Figure 1. Wires at chosen ports, followed through buffers.
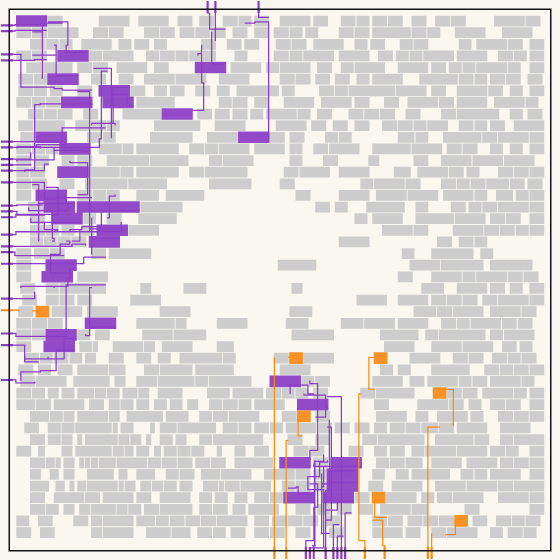
Figure 2. Wiring heat map.
The die is cut into 25 by 25 equal tiles; black is low, pale yellow is high, scaled to the fullest tile. Values are wire area over tile area, all layers added.
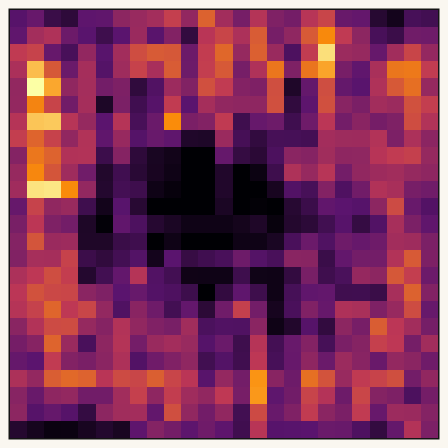
Figure 3. Sequential cells grouped by signal name.
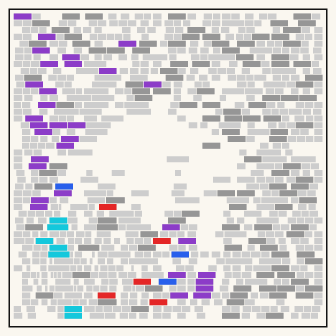
Figure 4. Cell outlines without signal wires.
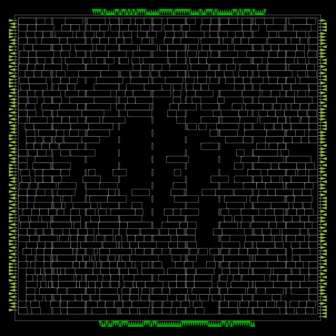
**src/rtl/id_ex_stage.sv**
```systemverilog
// id_ex_stage: ID/EX pipeline register between decode and execute.
//
// Captures decoded fields plus register-file read data and presents them to
// EX and the operand-forwarding logic. A load sitting in this register cannot
// forward to the instruction right behind it, so that pair gets exactly one
// bubble. Also handles branch/exception flush and EX back-pressure.
//
// Ports:
//   clk, rst_n          clock, synchronous active-low reset
//   flush_i             kill the ID instruction and the held instruction
//   in_valid_i/in_ready_o  decode handshake
//   in_*_i              decoded fields and operand data from ID
//   out_ready_i/out_valid_o  EX handshake
//   out_*_o             registered copies of the in_* fields
//   load_use_stall_o    a load-use bubble is being inserted this cycle
//
// Optional build macro ID_EX_PERF_COUNTERS_EN adds bubble_count_o and
// stall_count_o (32-bit, wrapping).
module id_ex_stage #(
  parameter int         XLEN        = 32,
  parameter logic [6:0] LOAD_OPCODE = 7'b0000011
) (
  input  logic            clk,
  input  logic            rst_n,
  input  logic            flush_i,
  input  logic            in_valid_i,
  output logic            in_ready_o,
  input  logic [XLEN-1:0] in_pc_i,
  input  logic [4:0]      in_rs1_i,
  input  logic [4:0]      in_rs2_i,
  input  logic [4:0]      in_rd_i,
  input  logic [6:0]      in_opcode_i,
  input  logic [2:0]      in_funct3_i,
  input  logic [6:0]      in_funct7_i,
  input  logic [XLEN-1:0] in_rs1_data_i,
  input  logic [XLEN-1:0] in_rs2_data_i,
  input  logic [XLEN-1:0] in_imm_i,
  input  logic            out_ready_i,
  output logic            out_valid_o,
  output logic [XLEN-1:0] out_pc_o,
  output logic [4:0]      out_rs1_o,
  output logic [4:0]      out_rs2_o,
  output logic [4:0]      out_rd_o,
  output logic [6:0]      out_opcode_o,
  output logic [2:0]      out_funct3_o,
  output logic [6:0]      out_funct7_o,
  output logic [XLEN-1:0] out_rs1_data_o,
  output logic [XLEN-1:0] out_rs2_data_o,
  output logic [XLEN-1:0] out_imm_o,
  output logic            load_use_stall_o
`ifdef ID_EX_PERF_COUNTERS_EN
  ,
  output logic [31:0]     bubble_count_o,
  output logic [31:0]     stall_count_o
`endif
);

  typedef struct packed {
    logic [XLEN-1:0] pc;
    logic [4:0]      rs1;
    logic [4:0]      rs2;
    logic [4:0]      rd;
    logic [6:0]      opcode;
    logic [2:0]      funct3;
    logic [6:0]      funct7;
    logic [XLEN-1:0] rs1_data;
    logic [XLEN-1:0] rs2_data;
    logic [XLEN-1:0] imm;
  } idex_t;

  idex_t data_q, data_d, in_data;
  logic  valid_q, valid_d;
  logic  advance, hazard;

  assign in_data = '{pc: in_pc_i, rs1: in_rs1_i, rs2: in_rs2_i, rd: in_rd_i,
                     opcode: in_opcode_i, funct3: in_funct3_i, funct7: in_funct7_i,
                     rs1_data: in_rs1_data_i, rs2_data: in_rs2_data_i, imm: in_imm_i};

  // Register empty or being consumed by EX this cycle.
  assign advance = out_ready_i | ~valid_q;

  // Both sources compared regardless of format: conservative, never misses.
  assign hazard = in_valid_i & valid_q & (data_q.opcode == LOAD_OPCODE) &
                  (data_q.rd != 5'd0) &
                  ((data_q.rd == in_rs1_i) | (data_q.rd == in_rs2_i));

  assign load_use_stall_o = hazard & advance & ~flush_i;
  assign in_ready_o       = advance & ~hazard & ~flush_i;

  always_comb begin
    valid_d = valid_q;
    data_d  = data_q;
    if (flush_i) begin
      valid_d       = 1'b0;
      data_d.rd     = '0;
      data_d.opcode = '0;
    end else if (!advance) begin
      // stall: hold everything, EX forwarding supplies newer operands
    end else if (hazard) begin
      valid_d       = 1'b0;
      data_d.rd     = '0;
      data_d.opcode = '0;
    end else if (in_valid_i) begin
      valid_d = 1'b1;
      data_d  = in_data;
    end else begin
      // Bubbles carry rd=0/opcode=0 so forwarding never matches them.
      valid_d       = 1'b0;
      data_d.rd     = '0;
      data_d.opcode = '0;
    end
  end

  always_ff @(posedge clk) begin
    if (!rst_n) begin
      valid_q <= 1'b0;
      data_q  <= '0;
    end else begin
      valid_q <= valid_d;
      data_q  <= data_d;
    end
  end

  assign out_valid_o    = valid_q;
  assign out_pc_o       = data_q.pc;
  assign out_rs1_o      = data_q.rs1;
  assign out_rs2_o      = data_q.rs2;
  assign out_rd_o       = data_q.rd;
  assign out_opcode_o   = data_q.opcode;
  assign out_funct3_o   = data_q.funct3;
  assign out_funct7_o   = data_q.funct7;
  assign out_rs1_data_o = data_q.rs1_data;
  assign out_rs2_data_o = data_q.rs2_data;
  assign out_imm_o      = data_q.imm;

`ifdef ID_EX_PERF_COUNTERS_EN
  logic [31:0] bubble_count_q, bubble_count_d;
  logic [31:0] stall_count_q,  stall_count_d;

  always_comb begin
    bubble_count_d = bubble_count_q + {31'd0, load_use_stall_o};
    stall_count_d  = stall_count_q + {31'd0, valid_q & ~out_ready_i & ~flush_i};
  end

  always_ff @(posedge clk) begin
    if (!rst_n) begin
      bubble_count_q <= '0;
      stall_count_q  <= '0;
    end else begin
      bubble_count_q <= bubble_count_d;
      stall_count_q  <= stall_count_d;
    end
  end

  assign bubble_count_o = bubble_count_q;
  assign stall_count_o  = stall_count_q;
`endif

endmodule
```
**config.mk**
```make
export PLATFORM = sky130hd
export DESIGN_NAME = id_ex_stage
export DESIGN_NICKNAME = d
export VERILOG_FILES = /design/src/rtl/id_ex_stage.sv
export SDC_FILE = /design/constraint.sdc
export NUM_CORES = 1
export LEC_CHECK = 0
export CAP_MARGIN = 0
export CORE_UTILIZATION = 33
export DETAILED_ROUTE_END_ITERATION = 7
export GPL_ROUTABILITY_DRIVEN = 1
export PLACE_DENSITY = 0.77
export SLEW_MARGIN = 5
export SYNTH_ARGS = -nofsm -noshare
export SYNTH_HDL_FRONTEND = slang
export SYNTH_SLANG_ARGS = --single-unit
```
**constraint.sdc**
```tcl
create_clock -name clk -period 2.01 [get_ports clk]
set_clock_uncertainty 0.2 [all_clocks]
set_input_delay 0.3015 -clock clk [delete_from_list [all_inputs] [get_ports clk]]
set_output_delay 0.3015 -clock clk [all_outputs]
set_load 0.02 [all_outputs]
```
==> results.txt <==
Results of the run.

Power attributed to combinational cells is 1510 uW. The detailed router put a total of 7570 um of wire on met1. The fraction of final layout cells with drive strength greater than 1 is 17.2%.

Of the post-synthesis cell area, the part taken by muxes is 0%. By count the netlist is led by sky130_fd_sc_hd__dfxtp_1, sky130_fd_sc_hd__a22o_1, sky130_fd_sc_hd__buf_2. After floorplanning, the core was divided into 45 placement rows. The CTS tree is yes. The kind of start point of the critical path is a register. The total power is 8420 uW. The setup check on the worst reg-to-reg path leaves a slack of -420 ps.

The final reports fail on setup timing. The number of diodes added for antenna fixing is 0. The max-capacitance violation count is 0. The number of clock sinks is 161. The clock distribution area overhead in the final layout is 5.98%. The final timing report lists a hold violation count of 0. The post-synth design cell area is 5100 um2. The leading register cell type out of synthesis is sky130_fd_sc_hd__dfxtp_1. STA reports the tightest min-delay check as being of type in -> reg. The area fraction in and, or, nand and nor cells is 2.80%. The final max-slew violation count recorded for this run is 0. The final worst setup slack is -438 ps. After layout, the clock buffer instance count stands at 19. For this run, asynchronously set or reset flops after synthesis account for 0%. Listed in order, past its start point the critical path passes or4_4, nor4_4, nand2_1, nor3_2, buf_4. The number of global-route vias before repair was 5,523. In this design, the largest share of critical-path delay is due to simple AND/OR/NAND/NOR gates. The master cell of the clock root buffer is sky130_fd_sc_hd__clkbuf_16. The wire length of the first global-routing pass is 31,300 um. Dividing total power by cell area gives a power density of 798 nW/um2. Per the layout area report, the register area comes to 3240 um2. Global routing used 48.2% of the available met2 tracks. The number of endpoints failing setup at the final stage is 162.

Setup repair after global routing could not meet its margin everywhere. Per the synthesis report, the XOR/XNOR share of the synthesized area is 1.72%. The proportion of power drawn by combinational gates is 17.9%. In the final layout, the multi-input gates occupy 1750 um2. The maximum frequency from static timing analysis is 0.408 GHz. The count of non-CTS inverters in the layout is 1. The detailed router reports a met2 wire length of 11,300 um.

The setup total negative slack is -49,080 ps. The group with the largest share of power is the clock network. The count of cells resized by post-cts repair is 78. The flow ran to the end, but the final reports show violations. Warnings reported by Yosys during synthesis add up to 0. The detailed placer reported the number of placed instances as 910.

The proportion of power drawn by the clock network is 41.3%. Once synthesis finished, the tally of register bits stood at 161. Measured in cells, the most critical reg-to-reg path has a length of 11.

Post-synthesis, Yosys gives the total cell area as 5100 um2. In this run, synthesis inferred 0 flip-flops with an integrated enable. The number of antenna-violating nets in the routed design is 0. The cell taking the most area after synthesis is sky130_fd_sc_hd__dfxtp_1. Counting instances, the worst hold path has a depth of 2. Per the detail_route log, met3 wirelength is 1650 um.

Yosys mapped the design onto 24 distinct sky130hd cell types. Looking at the post-CTS report, the setup buffer insertion count equals 33. The maximum VDD drop is 566 uV. The top layer reached by signal wires is met4. Per the STA report, the cell with the highest stage delay on the worst path is sky130_fd_sc_hd__or4_4. Walking the critical path from launch to capture passes 5 cell instances. The dominant kind of cell is non-clock buffers. In the hold report, the worst path ends at out_funct7_o[6].

The initial antenna violation count is 0. The synthesized netlist cell count is 397. The placement stage leaves a total instance area of 8780 um2.

Per report_power, the Clock row totals 3480 uW. The clock-pin slew reported for the worst setup and hold paths after clock tree synthesis is 70 ps. The maximum clock insertion buffer count is 2. For the worst reg-to-reg path, the startpoint reported by OpenROAD is out_opcode_o[3].

The internal power of the cells totals 6400 uW. For this run, global-route usage on met3 was measured as 8.31%. The HPWL reported at the end of detailed placement is 12,400 um. The insertion delay of the later-clocked pin in the worst-skew pair is 420 ps. The number of logic gates is 200.
Notes on Figure 1 above:
Purple shows out_pc_o, bits 32, direction output, edge 21 west, 8 south, 3 north, end cells 32, buffers 32, wire 1,150 um. Orange shows in_funct7_i, bits 7, direction input, edge 6 south, 1 west, end cells 7, buffers 7, wire 199 um.
boundary pin count: 328
I/O Buffers: 327

Notes on Figure 2 above:
18% of the tiles are over half the peak. The emptiest ninth of the die: center. The fullest tile reaches 0.64.
routed wirelength normalized by instance count: 21.3 um
number of vias in the routed layout: 5,158

Notes on Figure 3 above:
Purple shows out_pc_o, sequential cells 32. Cyan shows out_opcode_o, sequential cells 7, where south-west. Red shows out_rs1_o, sequential cells 5, where south. Blue shows out_funct3_o, sequential cells 3.
Another 114 sequential cells are not colored.
sequential portion of the cell area: 30.7%
power of the sequential group: 3440 uW
post-layout util: 69.7%

Notes on Figure 4 above:
num sequential: 161
Tapcells: 188

Power is estimated from default activity; no workload was simulated.
